--- src/rtl/cdb_arbiter.sv ---
// cdb_arbiter: round-robin arbiter for the common data bus.
// Grants at most one reservation station per cycle, broadcasts its tag, result and
// destination register, and returns a one-cycle Grant pulse (the station's Finished).
// Ports:
//   clock_i      system clock, rising edge
//   reset_i      synchronous active-high reset
//   req_i        per-station completed-result request
//   result_i     per-station result, station i at [i*DATA_W +: DATA_W]
//   r_target_i   per-station destination register, station i at [i*3 +: 3]
//   cdb_stall_i  bus blocked this cycle, no new grant
//   grant_o      one-hot grant pulse
//   cdb_valid_o  broadcast valid
//   cdb_tag_o    broadcasting station tag (i+1), 0 when idle
//   cdb_data_o   broadcast result, 0 when idle
//   cdb_rdest_o  broadcast destination register, 0 when idle
//   reg_we_o     register-file write enable
//   bcast_cnt_o  completed broadcast count, wraps
module cdb_arbiter #(
  parameter int unsigned N_RS   = 4,
  parameter int unsigned DATA_W = 16,
  parameter int unsigned TAG_W  = 3
) (
  input  logic                     clock_i,
  input  logic                     reset_i,
  input  logic [N_RS-1:0]          req_i,
  input  logic [N_RS*DATA_W-1:0]   result_i,
  input  logic [N_RS*3-1:0]        r_target_i,
  input  logic                     cdb_stall_i,
  output logic [N_RS-1:0]          grant_o,
  output logic                     cdb_valid_o,
  output logic [TAG_W-1:0]         cdb_tag_o,
  output logic [DATA_W-1:0]        cdb_data_o,
  output logic [2:0]               cdb_rdest_o,
  output logic                     reg_we_o,
  output logic [7:0]               bcast_cnt_o
);

  localparam int unsigned PTR_W = (N_RS > 1) ? $clog2(N_RS) : 1;
  localparam int unsigned RD_W  = 3;
  localparam int unsigned CNT_W = 8;

  typedef enum logic {
    IDLE  = 1'b0,
    BCAST = 1'b1
  } state_e;

  state_e              state_q, state_d;
  logic [N_RS-1:0]     grant_q, grant_d;
  logic [TAG_W-1:0]    tag_q, tag_d;
  logic [DATA_W-1:0]   data_q, data_d;
  logic [RD_W-1:0]     rdest_q, rdest_d;
  logic [CNT_W-1:0]    cnt_q, cnt_d;
  logic [PTR_W-1:0]    ptr_q, ptr_d;

  logic [N_RS-1:0]     elig_c;
  logic [2*N_RS-1:0]   dbl_c;
  logic [N_RS-1:0]     rot_c;
  logic                found_c;
  logic [PTR_W-1:0]    win_c;
  logic                go_c;

  logic [DATA_W-1:0]   res_arr [N_RS];
  logic [RD_W-1:0]     tgt_arr [N_RS];

  // Unpack the flat per-station buses so the winner can index them directly.
  for (genvar i = 0; i < int'(N_RS); i++) begin : g_unpack
    assign res_arr[i] = result_i[i*DATA_W +: DATA_W];
    assign tgt_arr[i] = r_target_i[i*RD_W +: RD_W];
  end

  // Round-robin search: rotate the eligible vector so bit k is station (ptr+k) mod N_RS,
  // then take the lowest set bit. The station granted last cycle is masked out.
  always_comb begin
    elig_c  = req_i & ~grant_q;
    dbl_c   = {elig_c, elig_c} >> ptr_q;
    rot_c   = dbl_c[N_RS-1:0];
    found_c = 1'b0;
    win_c   = '0;
    for (int k = 0; k < int'(N_RS); k++) begin
      if (!found_c && rot_c[PTR_W'(k)]) begin
        found_c = 1'b1;
        win_c   = PTR_W'((int'(ptr_q) + k) % int'(N_RS));
      end
    end
    go_c = found_c & ~cdb_stall_i;
  end

  // Next-state and registered-output logic; idle values are the defaults.
  always_comb begin
    state_d = IDLE;
    grant_d = '0;
    tag_d   = '0;
    data_d  = '0;
    rdest_d = '0;
    cnt_d   = cnt_q;
    ptr_d   = ptr_q;
    case (state_q)
      IDLE:    if (go_c) state_d = BCAST;
      BCAST:   if (go_c) state_d = BCAST;
      default: state_d = IDLE;
    endcase
    if (go_c) begin
      grant_d = N_RS'(1) << win_c;
      tag_d   = TAG_W'(int'(win_c) + 1);
      data_d  = res_arr[win_c];
      rdest_d = tgt_arr[win_c];
      cnt_d   = cnt_q + CNT_W'(1);
      ptr_d   = PTR_W'((int'(win_c) + 1) % int'(N_RS));
    end
  end

  // State and output registers.
  always_ff @(posedge clock_i) begin
    if (reset_i) begin
      state_q <= IDLE;
      grant_q <= '0;
      tag_q   <= '0;
      data_q  <= '0;
      rdest_q <= '0;
      cnt_q   <= '0;
      ptr_q   <= '0;
    end else begin
      state_q <= state_d;
      grant_q <= grant_d;
      tag_q   <= tag_d;
      data_q  <= data_d;
      rdest_q <= rdest_d;
      cnt_q   <= cnt_d;
      ptr_q   <= ptr_d;
    end
  end

  assign grant_o     = grant_q;
  assign cdb_valid_o = (state_q == BCAST);
  assign reg_we_o    = (state_q == BCAST);
  assign cdb_tag_o   = tag_q;
  assign cdb_data_o  = data_q;
  assign cdb_rdest_o = rdest_q;
  assign bcast_cnt_o = cnt_q;

endmodule

--- config.mk ---
export PLATFORM = sky130hd
export DESIGN_NAME = cdb_arbiter
export DESIGN_NICKNAME = d
export VERILOG_FILES = /design/src/rtl/cdb_arbiter.sv
export SDC_FILE = /design/constraint.sdc
export NUM_CORES = 1
export LEC_CHECK = 0
export CAP_MARGIN = 25
export CELL_PAD_IN_SITES_DETAIL_PLACEMENT = 1
export CELL_PAD_IN_SITES_GLOBAL_PLACEMENT = 1
export CORE_MARGIN = 2
export CORE_UTILIZATION = 41
export DETAILED_ROUTE_END_ITERATION = 8
export DONT_BUFFER_PORTS = 1
export GPL_TIMING_DRIVEN = 0
export PLACE_DENSITY = 0.82
export SLEW_MARGIN = 20
export SYNTH_ARGS = -nofsm -noshare
export SYNTH_HDL_FRONTEND = slang
export SYNTH_SLANG_ARGS = --single-unit
--- constraint.sdc ---
create_clock -name clock_i -period 1.87 [get_ports clock_i]
set_input_delay 0.374 -clock clock_i [delete_from_list [all_inputs] [get_ports clock_i]]
set_output_delay 0.374 -clock clock_i [all_outputs]
set_load 0.01 [all_outputs]
==> flow_summary.toml <==
# yosys + openroad results
[final_layout]
largest_register_ffs = 16
lay_top_count = "inv_1"

[pwr]
ir_worst_vdd_uv = 300
switching_power_w = 0.00106
p_int_w = 0.00166
maxPowerGroup = "combinational cells"

[worst_setup_path]
max_stage_delay_ns = 0.40
reg2regPathDepth = 7
crit_top_cell = "buf_4"
critPathRequiredTime_ns = 2.10
reg2reg_slack_ns = -0.17
path_class = "flop to flop"

[global_routing]
grt_max_degree = 13
grt_pass1_wl_um = 19000
overflow = 0
antenna_found_initial = 0

[timing]
setup_tns_ns = -2.33
rsz0062_at_grt = "true"
fmax_ghz = 0.491
slew_headroom = 0.527
worst_pin_slew_ns = 0.710
report.final.setup_viol = 27
holdWs_ns = 0.266
final.setup.worst_slack_ns = -0.168

[synthesis]
largest_area_cell = "dfxtp_1"
yosys_area_um2 = 3170
area_leaders = "dfxtp_1 (23%), a221oi_1 (10%), o32ai_1 (10%), or4bb_1 (6.7%), clkbuf_1 (6.5%)"
ys_cells = 417
ff_type = "dfxtp_1"
yosysSeqAreaShare = 0.234
synthCells = 417
synth_nets = 501
synthTopCellsByCount = "clkbuf_1 (55), inv_1 (41), nand2_1 (39)"
synth-edff-count = 0

[outcome]
status = "finished with violations"
violations = "negative setup slack"

[floorplan]
die_h_um = 91.9
fp_util = 0.417
core-area_um2 = 7610

[place]
placed_cell_area_um2 = 3300
portBuffers = 0

[cts]
cts_tree = "yes"
clkSinkCount = 37
clk_latency_ns = 0.31
clkSlewWorstSetupHoldPaths_ns = 0.09

[route]
ant_nets = 0
drc = 0
drt_iter0_drc = 235

[hold_path]
hp-class = "input port to flop"
hold_start = "reset_i"
[final cells by class]
type / instances / area [um2]
multi-input cells: 277 / 2340
clock inverters: 2 / 38.8
flip-flops and latches: 37 / 753
plain buffers: 59 / 373
fillers: 920 / 3660
inverters: 41 / 154
repair buffers: 9 / 95.1
clock buffers: 6 / 72.6
well taps: 102 / 128
[kinds of logic after synthesis]
logic type      share of synthesized area
simple gates                        0.284
buf+inv                             0.129
compound gates                      0.346
mux                               0.00316
flops                               0.234
fa+ha+maj                         0.00395
[routing by layer]
metal  up-vias  routed length (um)  GRT usage
li1       1658                   -          -
met1      1789                5440      0.382
met2       161                6070      0.452
met3        28                1110     0.0649
met4         0                 287     0.0933
met5         -                   0          0
### Wiring by layer

Two of the layers only.
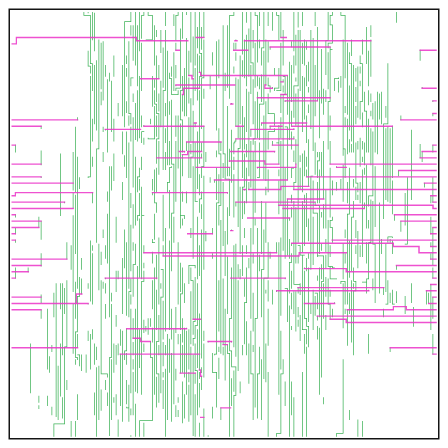
M2: drawn in green, wire length 6070 um. M3: drawn in magenta, wire length 1110 um.
routed length per instance: 24.2 um
DR vias: 3636
gr usage total: 0.285
total wire length: 12900 um

### Metal 1

Bar = 20 um. Supply wires on this layer in gray.
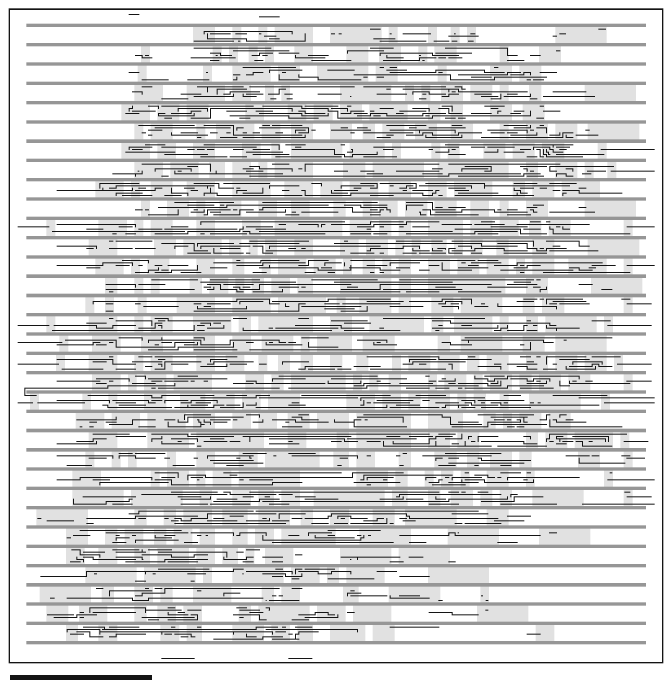
The layer holds 42% of the routed length. The longest straight run is 39.6 um. 487 nets have wire on it. The layer carries 5440 um of wire.

### Port wiring

Bar = 20 um.
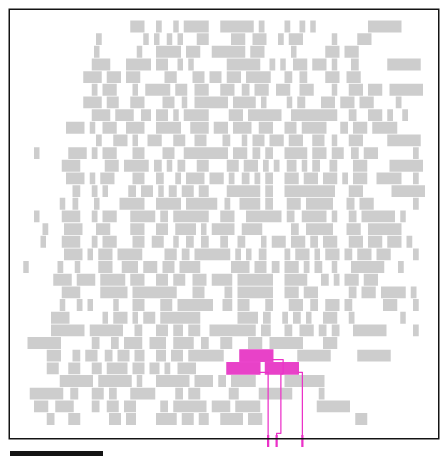
`cdb_tag_o`: drawn in magenta, bits 3, direction output, edge bottom, end cells 3, buffers 0, wire 50.5 um.

### Sequential cells grouped by signal name

Bar = 20 um.
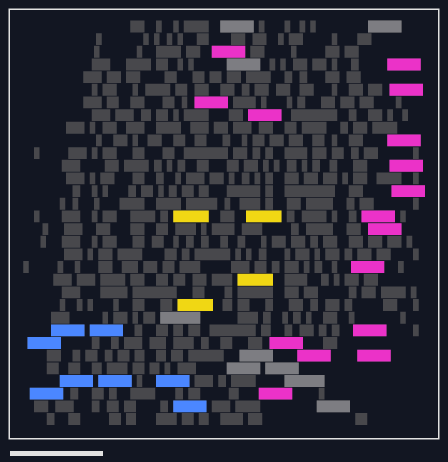
`bcast_cnt_o`: drawn in blue, placed flops 8, where lower left. `grant_o`: drawn in yellow, placed flops 4, where center. `cdb_data_o`: drawn in magenta, placed flops 16.
Another 9 sequential cells are not colored.

### Track usage over the die

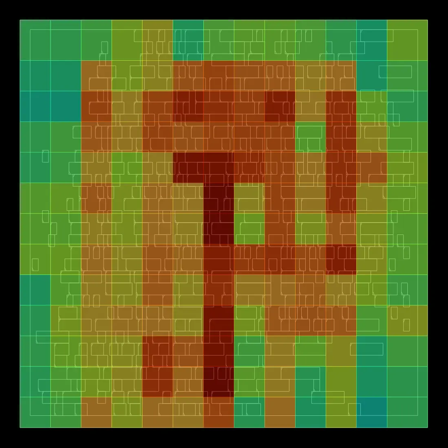
GR Util met2: 0.452
GR peak layer: met2
Finished Core Util: 0.519
GR Util met1: 0.382

